**Run 1: nets reached from selected ports**

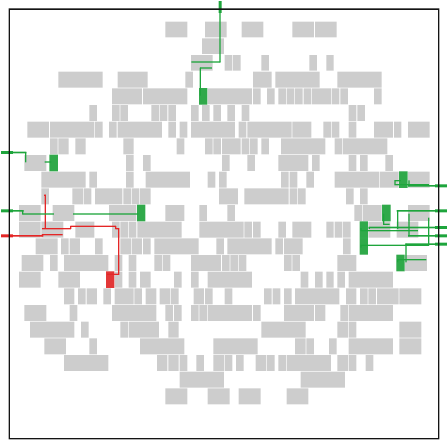
**Run 1: signal wires by layer**

The bar under the picture is 20 um long.
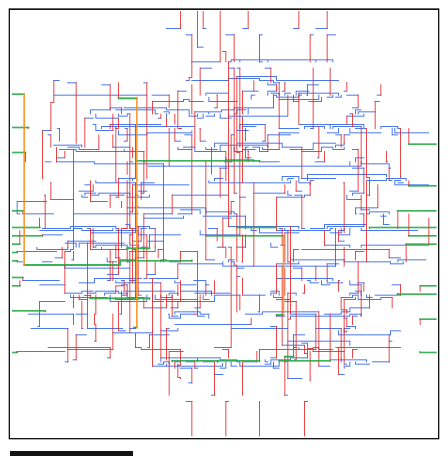
**Run 1: clock wires, drivers and flops**

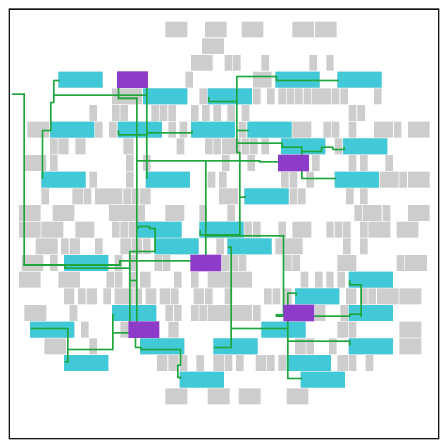
`config.mk`:
```
export PLATFORM = sky130hd
export DESIGN_NAME = serial_addsub_ctrl
export DESIGN_NICKNAME = d
export VERILOG_FILES = /design/src/rtl/addsub_pkg.sv /design/src/rtl/addsub_bit_cell.sv /design/src/rtl/serial_addsub_ctrl.sv
export SDC_FILE = /design/constraint.sdc
export NUM_CORES = 1
export LEC_CHECK = 0
export ABC_AREA = 1
export CAP_MARGIN = 15
export CORE_UTILIZATION = 35
export DETAILED_ROUTE_END_ITERATION = 10
export MAX_ROUTING_LAYER = met4
export PLACE_DENSITY = 0.64
export RECOVER_POWER = 50
export SLEW_MARGIN = 5
export SYNTH_ARGS = -nofsm -noshare
export SYNTH_HDL_FRONTEND = slang
export SYNTH_SLANG_ARGS = --single-unit
```
`constraint.sdc`:
```
create_clock -name clk -period 3.15 [get_ports clk]
set_input_delay 0.7875 -clock clk [delete_from_list [all_inputs] [get_ports clk]]
set_output_delay 0.7875 -clock clk [all_outputs]
set_load 0.01 [all_outputs]
```
`src/rtl/addsub_pkg.sv`:
```
// Shared types and constants for the bit-serial add/subtract engine.
package addsub_pkg;

    // Controller states; explicit encoding keeps the state register two bits wide.
    typedef enum logic [1:0] {
        IDLE = 2'd0,
        RUN  = 2'd1,
        DONE = 2'd2
    } state_t;

    // Operation select encoding.
    localparam logic OP_ADD = 1'b0;
    localparam logic OP_SUB = 1'b1;

endpackage

```
`src/rtl/addsub_bit_cell.sv`:
```
// One-bit full adder / full subtractor, time-shared across all bit positions.
module addsub_bit_cell
    import addsub_pkg::*;
(
    input  logic a,
    input  logic b,
    input  logic cy_in,
    input  logic op,
    output logic r,
    output logic cy_out
);

    // Sum and difference bits are the same XOR; only the carry/borrow differs.
    assign r = a ^ b ^ cy_in;

    // Carry out for add, borrow out for subtract.
    assign cy_out = (op == OP_SUB) ? ((~a & b) | (~(a ^ b) & cy_in))
                                   : ((a & b) | (a & cy_in) | (b & cy_in));

endmodule

```
`src/rtl/serial_addsub_ctrl.sv`:
```
// Bit-serial add/subtract controller: accepts an operand pair, walks the single
// bit cell LSB-first over WIDTH cycles, then holds the result until consumed.
module serial_addsub_ctrl
    import addsub_pkg::*;
#(
    parameter  int WIDTH = 8,
    localparam int CNT_W = (WIDTH > 1) ? $clog2(WIDTH) : 1
) (
    input  logic             clk,
    input  logic             rst,
    input  logic             in_valid,
    output logic             in_ready,
    input  logic             op,
    input  logic [WIDTH-1:0] a_in,
    input  logic [WIDTH-1:0] b_in,
    output logic             out_valid,
    input  logic             out_ready,
    output logic [WIDTH-1:0] result,
    output logic             cout,
    output logic             ovf,
    output logic             busy
);

    state_t             state;
    logic [WIDTH-1:0]   a_sr;
    logic [WIDTH-1:0]   b_sr;
    logic [WIDTH-1:0]   r_sr;
    logic [CNT_W-1:0]   cnt;
    logic               op_r;
    logic               cy;
    logic               cout_r;
    logic               ovf_r;
    logic               cell_r;
    logic               cell_cy;
    logic               last_bit;

    // The one shared arithmetic cell always looks at the current LSBs.
    addsub_bit_cell u_cell (
        .a      (a_sr[0]),
        .b      (b_sr[0]),
        .cy_in  (cy),
        .op     (op_r),
        .r      (cell_r),
        .cy_out (cell_cy)
    );

    assign last_bit = (cnt == CNT_W'(WIDTH - 1));

    // Controller, operand/result shifting and final flag capture.
    // NOTE: all state here uses <= so every register samples pre-edge values;
    // blocking assignments would let the shift chain ripple within one edge.
    always_ff @(posedge clk) begin
        if (rst) begin
            state  <= IDLE;
            a_sr   <= '0;
            b_sr   <= '0;
            r_sr   <= '0;
            cnt    <= '0;
            op_r   <= OP_ADD;
            cy     <= 1'b0;
            cout_r <= 1'b0;
            ovf_r  <= 1'b0;
        end else begin
            case (state)
                IDLE: begin
                    if (in_valid) begin
                        a_sr  <= a_in;
                        b_sr  <= b_in;
                        op_r  <= op;
                        cnt   <= '0;
                        cy    <= 1'b0;
                        state <= RUN;
                    end
                end
                RUN: begin
                    a_sr <= {1'b0, a_sr[WIDTH-1:1]};
                    b_sr <= {1'b0, b_sr[WIDTH-1:1]};
                    r_sr <= {cell_r, r_sr[WIDTH-1:1]};
                    cy   <= cell_cy;
                    if (last_bit) begin
                        // Overflow: carry into the MSB differs from carry out of it.
                        cout_r <= cell_cy;
                        ovf_r  <= cy ^ cell_cy;
                        cnt    <= '0;
                        state  <= DONE;
                    end else begin
                        cnt <= cnt + CNT_W'(1);
                    end
                end
                DONE: begin
                    if (out_ready) begin
                        state <= IDLE;
                    end
                end
                default: state <= IDLE;
            endcase
        end
    end

    assign in_ready  = (state == IDLE);
    assign out_valid = (state == DONE);
    assign busy      = (state != IDLE);
    assign result    = r_sr;
    assign cout      = cout_r;
    assign ovf       = ovf_r;

endmodule

```
==> reports/results.ini, run 1 <==
[global_routing]
first_global_vias = 1297
grtUsageTotal = 0.147
grt_pass1_wl_um = 5440
grt_max_degree = 35
grt_antenna_before_repair = 0
gr-total-overflow = 0

[placement]
placed_cell_area_um2 = 1920
dp.cells = 304
place_congestion = 0.778
place_ws_ns = 0.705
io_buffers = 33
dp_hpwl_um = 2000

[logic_synthesis]
yosysChipArea_um2 = 1610
edf_count = 0
ys_cells = 229
floorplan.nets = 254
yosysTopAreaCell = dfxtp_1
syn-cell-area_um2 = 1610
ys_types = 17
numSynthFlops = 33
area_leaders = dfxtp_1 41%, nand2_1 16%, nor2_1 11%
synth_area_per_cell_um2 = 7.03
top_cell_area_share = 0.410
yosysSeqAreaShare = 0.410
top_cell = nand2_1
syn_inst = 229
async_flop_share = 0
ys_top_cells_by_count = 69 x nand2_1, 47 x nor2_1, 33 x dfxtp_1

[route]
ant_nets = 0
num_vias = 1389
drt_iter0_drc = 102
drt_wl_total_um = 3060
wire_per_inst_um = 9.85
drt_first_pass_iters = 4
viasPerCell = 4.47
drc = 0

[worst_setup_path]
cp.arrival_ns = 2.70
slowest_stage = o21ai_2
cp-end-kind = flop
critPathMaxStageDelay_ns = 0.99
start_kind = input port
cp_num_buf_inv = 1
path_class = in -> reg
required_ns = 3.38
crit_family = AND-OR/OR-AND gates
worstPathMaxFanout = 34

[finish]
fillers = 469
drive_gt1_frac = 0.0811
finalInstanceArea_um2 = 1990
fin_util = 0.454
mostFrequentLayoutCell = nand2_1
nets = 284
layoutNonFillerInstCount = 311
final_cell_mix = 70 x nand2_1, 47 x nor2_1, 33 x dfxtp_1
area_growth_pct = 23.6

[final_timing]
period_needed_ns = 2.47
fin_setup_tns_ns = 0
maxSlewHeadroom = 0.136
period_used_share = 0.784
worst_pin_slew_ns = 1.30
finalClockSkew_ns = 0.00724
hold_viol = 0
finalSetupViolations = 0
hold_slack_ns = 0.468
timing.fmax_mhz = 405
rsz0062_at_grt = false
finalMaxSlewViolations = 0

[clocking]
tritoncts.num_buffers = 5
clkLatencyLatePin_ns = 0.29
clock_sinks = 33
htreeDepth = 2
tritoncts = yes
clockBufferDepth = 2
cts_root_buf = clkbuf_8
post_cts_buffers = 0

[power]
p_leak_nw = 0.916
irDropWorstVdd_v = 0.000239
total_power_mw = 0.969
power_density_nw_per_um2 = 487

[floorplanning]
fp.dieW_um = 69.8
dieArea_um2 = 4880
ios = 34
dieHeight_um = 69.8
rows = 24
core-area_um2 = 4380

[status]
status = finished clean

[hold_path]
hp-class = reg -> reg

[job]
max_cap_viol_count = 0
openroad.warnings = 27

-- 'nets reached from selected ports' (at the start) --
Green is `b_in`, direction input, end cells 8, buffers 8, wire 122 um. Red is `in_ready`, direction output, end cells 1, buffers 1, wire 36.2 um.

-- 'signal wires by layer' (at the start) --
Red is met2, wire length 1220 um. Blue is met1, wire length 1580 um. Green is met3, wire length 186 um. Orange is met4, wire length 78.2 um.

-- 'clock wires, drivers and flops' (at the start) --
Cyan is flip-flops, count 33. Green is clock wires, length 486 um. Purple is cells driving clock nets, count 5.
There are 6 routed clock nets.

## run 1: area by class of cell
class                           instances  area [um^2]  share of cell area
Inverter                               28          106              0.0534
Tap cell                               52         65.1              0.0327
Timing Repair Buffer                   33          330               0.166
Multi-Input combinational cell        158          742               0.373
Clock buffer                            7         86.3              0.0434
Sequential cell                        33          661               0.332
## run 1: power breakdown
group | internal (mW) | total, mW | switching (mW)
registers | 0.449 | 0.463 | 0.0146
logic | 0.0798 | 0.181 | 0.101
clock network | 0.173 | 0.325 | 0.152
## run 1: path summary, 6_finish.rpt
| kind | from | to | slack [ns] | cells after the start |
|---|---|---|---|---|
| worst max register to register | state[1]$_SDFFE_PP0P_ | a_sr[6]$_SDFFE_PP0P_ | 0.84 | 7 |
| worst min register to register | cout$_SDFFE_PP0P_ | cout$_SDFFE_PP0P_ | 0.47 | 2 |
| worst max-delay path | in_valid | cy$_SDFFE_PP0P_ | 0.68 | 4 |
| worst min-delay path | cout$_SDFFE_PP0P_ | cout$_SDFFE_PP0P_ | 0.47 | 2 |
## run 1: cells by family after synthesis
| group | synth area share |
|---|---|
| and+or+nand+nor | 0.290 |
| buffers and inverters | 0.120 |
| AOI/OAI and AO/OA | 0.140 |
| DFF | 0.410 |
| adders and majority gates | 0.0404 |
## run 1: per-layer routing
| metal | vias to the layer above | global-route usage | wire length, um |
|---|---|---|---|
| met5 | - | - | 0 |
| met4 | 0 | 0.0933 | 78 |
| met3 | 7 | 0.0363 | 186 |
| met2 | 42 | 0.215 | 1220 |
| met1 | 594 | 0.179 | 1580 |
| li1 | 746 | - | - |
## run 1: state kept, by name (all words and copies together) (netlist names)
| register | flops |
|---|---|
| op_r | 1 |
| b_sr | 8 |
| result | 8 |
| ovf | 1 |
| state | 2 |
| a_sr | 8 |
| cnt | 3 |
| cy | 1 |
| cout | 1 |
**Run 1: ports around the boundary**

Pins as bars across the die edge, other pins in gray.
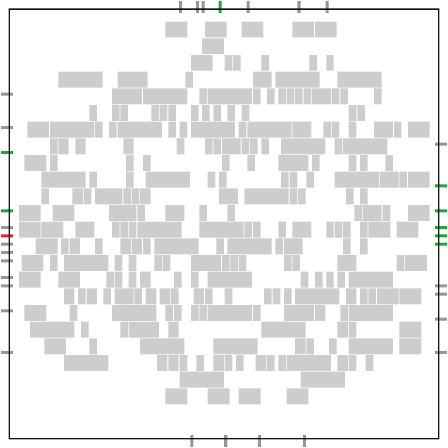

==> run 1 -> run 2 <==
- clock period: 3.15 -> 2.5 ns (I/O delays scaled with it)
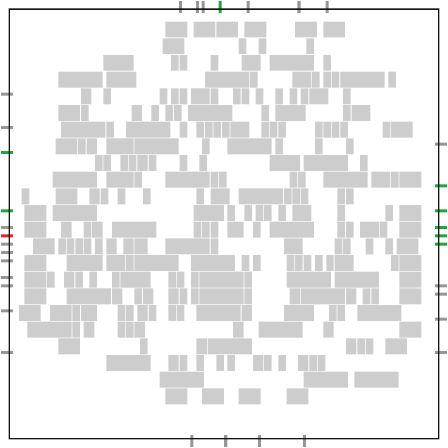
**Above:** run 2 (ports around the boundary).
Pins as bars across the die edge, other pins in gray.
Red is `in_ready`, pins 1, direction output, edge left. Green is `b_in`, pins 8, direction input, edge 5 right, 2 left, 1 top.

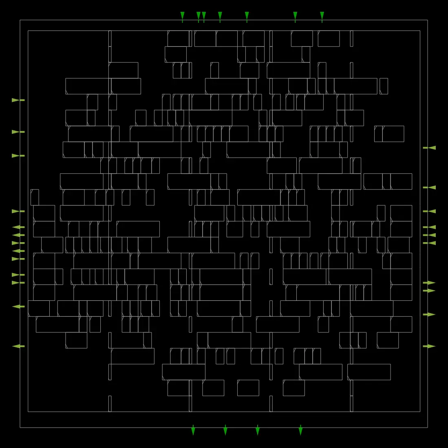
**Above:** run 2 (placement view).
Fillers: 471
fin cells: 315
num sequential: 33
# rows: 24

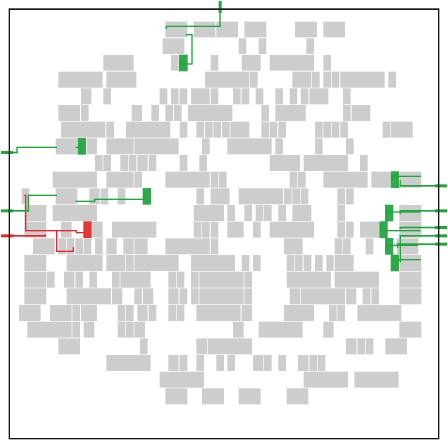
**Above:** run 2 (nets reached from selected ports).
Green is `b_in`, direction input, end cells 8, buffers 8, wire 113 um. Red is `in_ready`, direction output, end cells 1, buffers 1, wire 28.2 um.

==> reports/results.ini, run 2 <==
[status]
status = finished clean

[final_timing]
hold_slack_ns = 0.464
finalSetupViolations = 0
timing.fmax_mhz = 483
maxSlewHeadroom = 0.526
finalMaxSlewViolations = 0
fin_setup_tns_ns = 0
finalClockSkew_ns = 0.00370
hold_viol = 0
period_used_share = 0.828
worst_pin_slew_ns = 0.709
fin_ws_ns = 0.430
rsz0062_at_grt = false
period_needed_ns = 2.07

[worst_setup_path]
rr_startpoint = state[1]$_SDFFE_PP0P_
worstPathMaxFanout = 5
cp.arrival_ns = 1.45
cp-end-kind = output pin
crit_start = state[0]$_SDFFE_PP0P_
required_ns = 1.88
path_class = reg -> out
start_kind = flop

[finish]
diodes = 0
final_cell_mix = 69 x nand2_1, 47 x nor2_1, 33 x dfxtp_1
drive_gt1_frac = 0.103
fin_util = 0.464
finalInstanceArea_um2 = 2040
area_growth_pct = 26.4
mostFrequentLayoutCell = nand2_1
nets = 287

[placement]
placed_cell_area_um2 = 1940
dp.cells = 307
place_ws_ns = 0.639
io_buffers = 33
place_congestion = 0.748
dp_hpwl_um = 2030

[power]
p_clk_frac = 0.351
power_frac_seq = 0.464
power_density_nw_per_um2 = 619
total_power_mw = 1.26
p_leak_nw = 0.913
p_sw_mw = 0.340
switching_share = 0.270
internal_power_mw = 0.921
irDropWorstVdd_v = 0.000325
comb_power_share = 0.185

[logic_synthesis]
area_leaders = dfxtp_1 41%, nand2_1 16%, nor2_1 11%
yosys_warnings = 0
synth_area_per_cell_um2 = 7.03
yosysSeqAreaShare = 0.410
flop_cell = dfxtp_1
ys_types = 17
top_cell_area_share = 0.410
numSynthFlops = 33
syn-cell-area_um2 = 1610
ys_top_cells_by_count = 69 x nand2_1, 47 x nor2_1, 33 x dfxtp_1
floorplan.nets = 254
yosysTopAreaCell = dfxtp_1
top_cell = nand2_1
ys_cells = 229
syn_inst = 229
async_flop_share = 0
yosysChipArea_um2 = 1610
edf_count = 0

[clocking]
tritoncts = yes
tritoncts.num_buffers = 5
cts_root_buf = clkbuf_8
post_cts_buffers = 0
clk_pin_slew_ns = 0.07
clkLatencyLatePin_ns = 0.29
hold_buffers = 0
clock_sinks = 33
cts.repair.resized = 0
clockBufferDepth = 2
htreeDepth = 2

[route]
drt_wl_total_um = 2990
num_vias = 1403
viasPerCell = 4.45
drt_iter0_drc = 80
ant_nets = 0
drc = 0
wire_per_inst_um = 9.49
drt_first_pass_iters = 4

[hold_path]
hp-class = reg -> reg
min-delay-start = b_sr[7]$_SDFFE_PP0P_

[job]
openroad.warnings = 27
max_cap_viol_count = 0

[global_routing]
grt_antenna_before_repair = 0
grt_pass1_wl_um = 5530
grtUsageTotal = 0.147
first_global_vias = 1331
gr-total-overflow = 0
grt_max_degree = 35

[floorplanning]
core-area_um2 = 4380
dieHeight_um = 69.8
ios = 34
fp.dieW_um = 69.8
fp_util = 0.367
dieArea_um2 = 4880

==> run 2: area by class of cell <==
cell class,instances,area (um^2)
Timing Repair Buffer,36,350
Inverter,28,106
Tap cell,52,65.1
Fill cell,471,2350
Clock buffer,7,96.3
Multi-Input combinational cell,158,752
Sequential cell,33,661
Clock inverter,1,5.00
==> run 2: metal layers <==
metal	up-vias	track usage	wire, um
met5	-	-	0
met4	0	0.0800	72
met3	7	0.0349	153
met2	39	0.205	1230
met1	601	0.195	1530
li1	756	-	-
==> run 2: cell families after synthesis <==
kind of cell               Yosys count  share of synthesized area
AOI/OAI and AO/OA                   33                      0.140
adders and majority gates            4                     0.0404
buffers and inverters               38                      0.120
DFF                                 33                      0.410
and+or+nand+nor                    121                      0.290
==> run 2: worst paths after layout <==
kind,endpoint,slack [ns],depth (start not counted)
setup / recovery,busy,0.43,3
setup reg to reg,b_sr[6]$_SDFFE_PP0P_,0.67,7
hold reg to reg,b_sr[7]$_SDFFE_PP0P_,0.46,2
hold / removal,b_sr[7]$_SDFFE_PP0P_,0.46,2
==> run 2: power by group through the flow <==
| stage | combinational [mW] | clock, mW | sequential (mW) |
|---|---|---|---|
| floorplan | 0.163 | 0 | 0.599 |
| global placement | 0.235 | 0 | 0.597 |
| detailed placement | 0.238 | 0 | 0.598 |
| CTS | 0.239 | 0.458 | 0.586 |
| global route | 0.272 | 0.475 | 0.590 |
| finish | 0.233 | 0.443 | 0.585 |
==> run 2: critical path: stages (launching register included) <==
cell and delay [ns]:
dfxtp_1 0.46, nor2_1 0.11, inv_1 0.06, clkdlybuf4s50_1 0.52
No activity file was given, so power comes from the tool's default toggle rates.
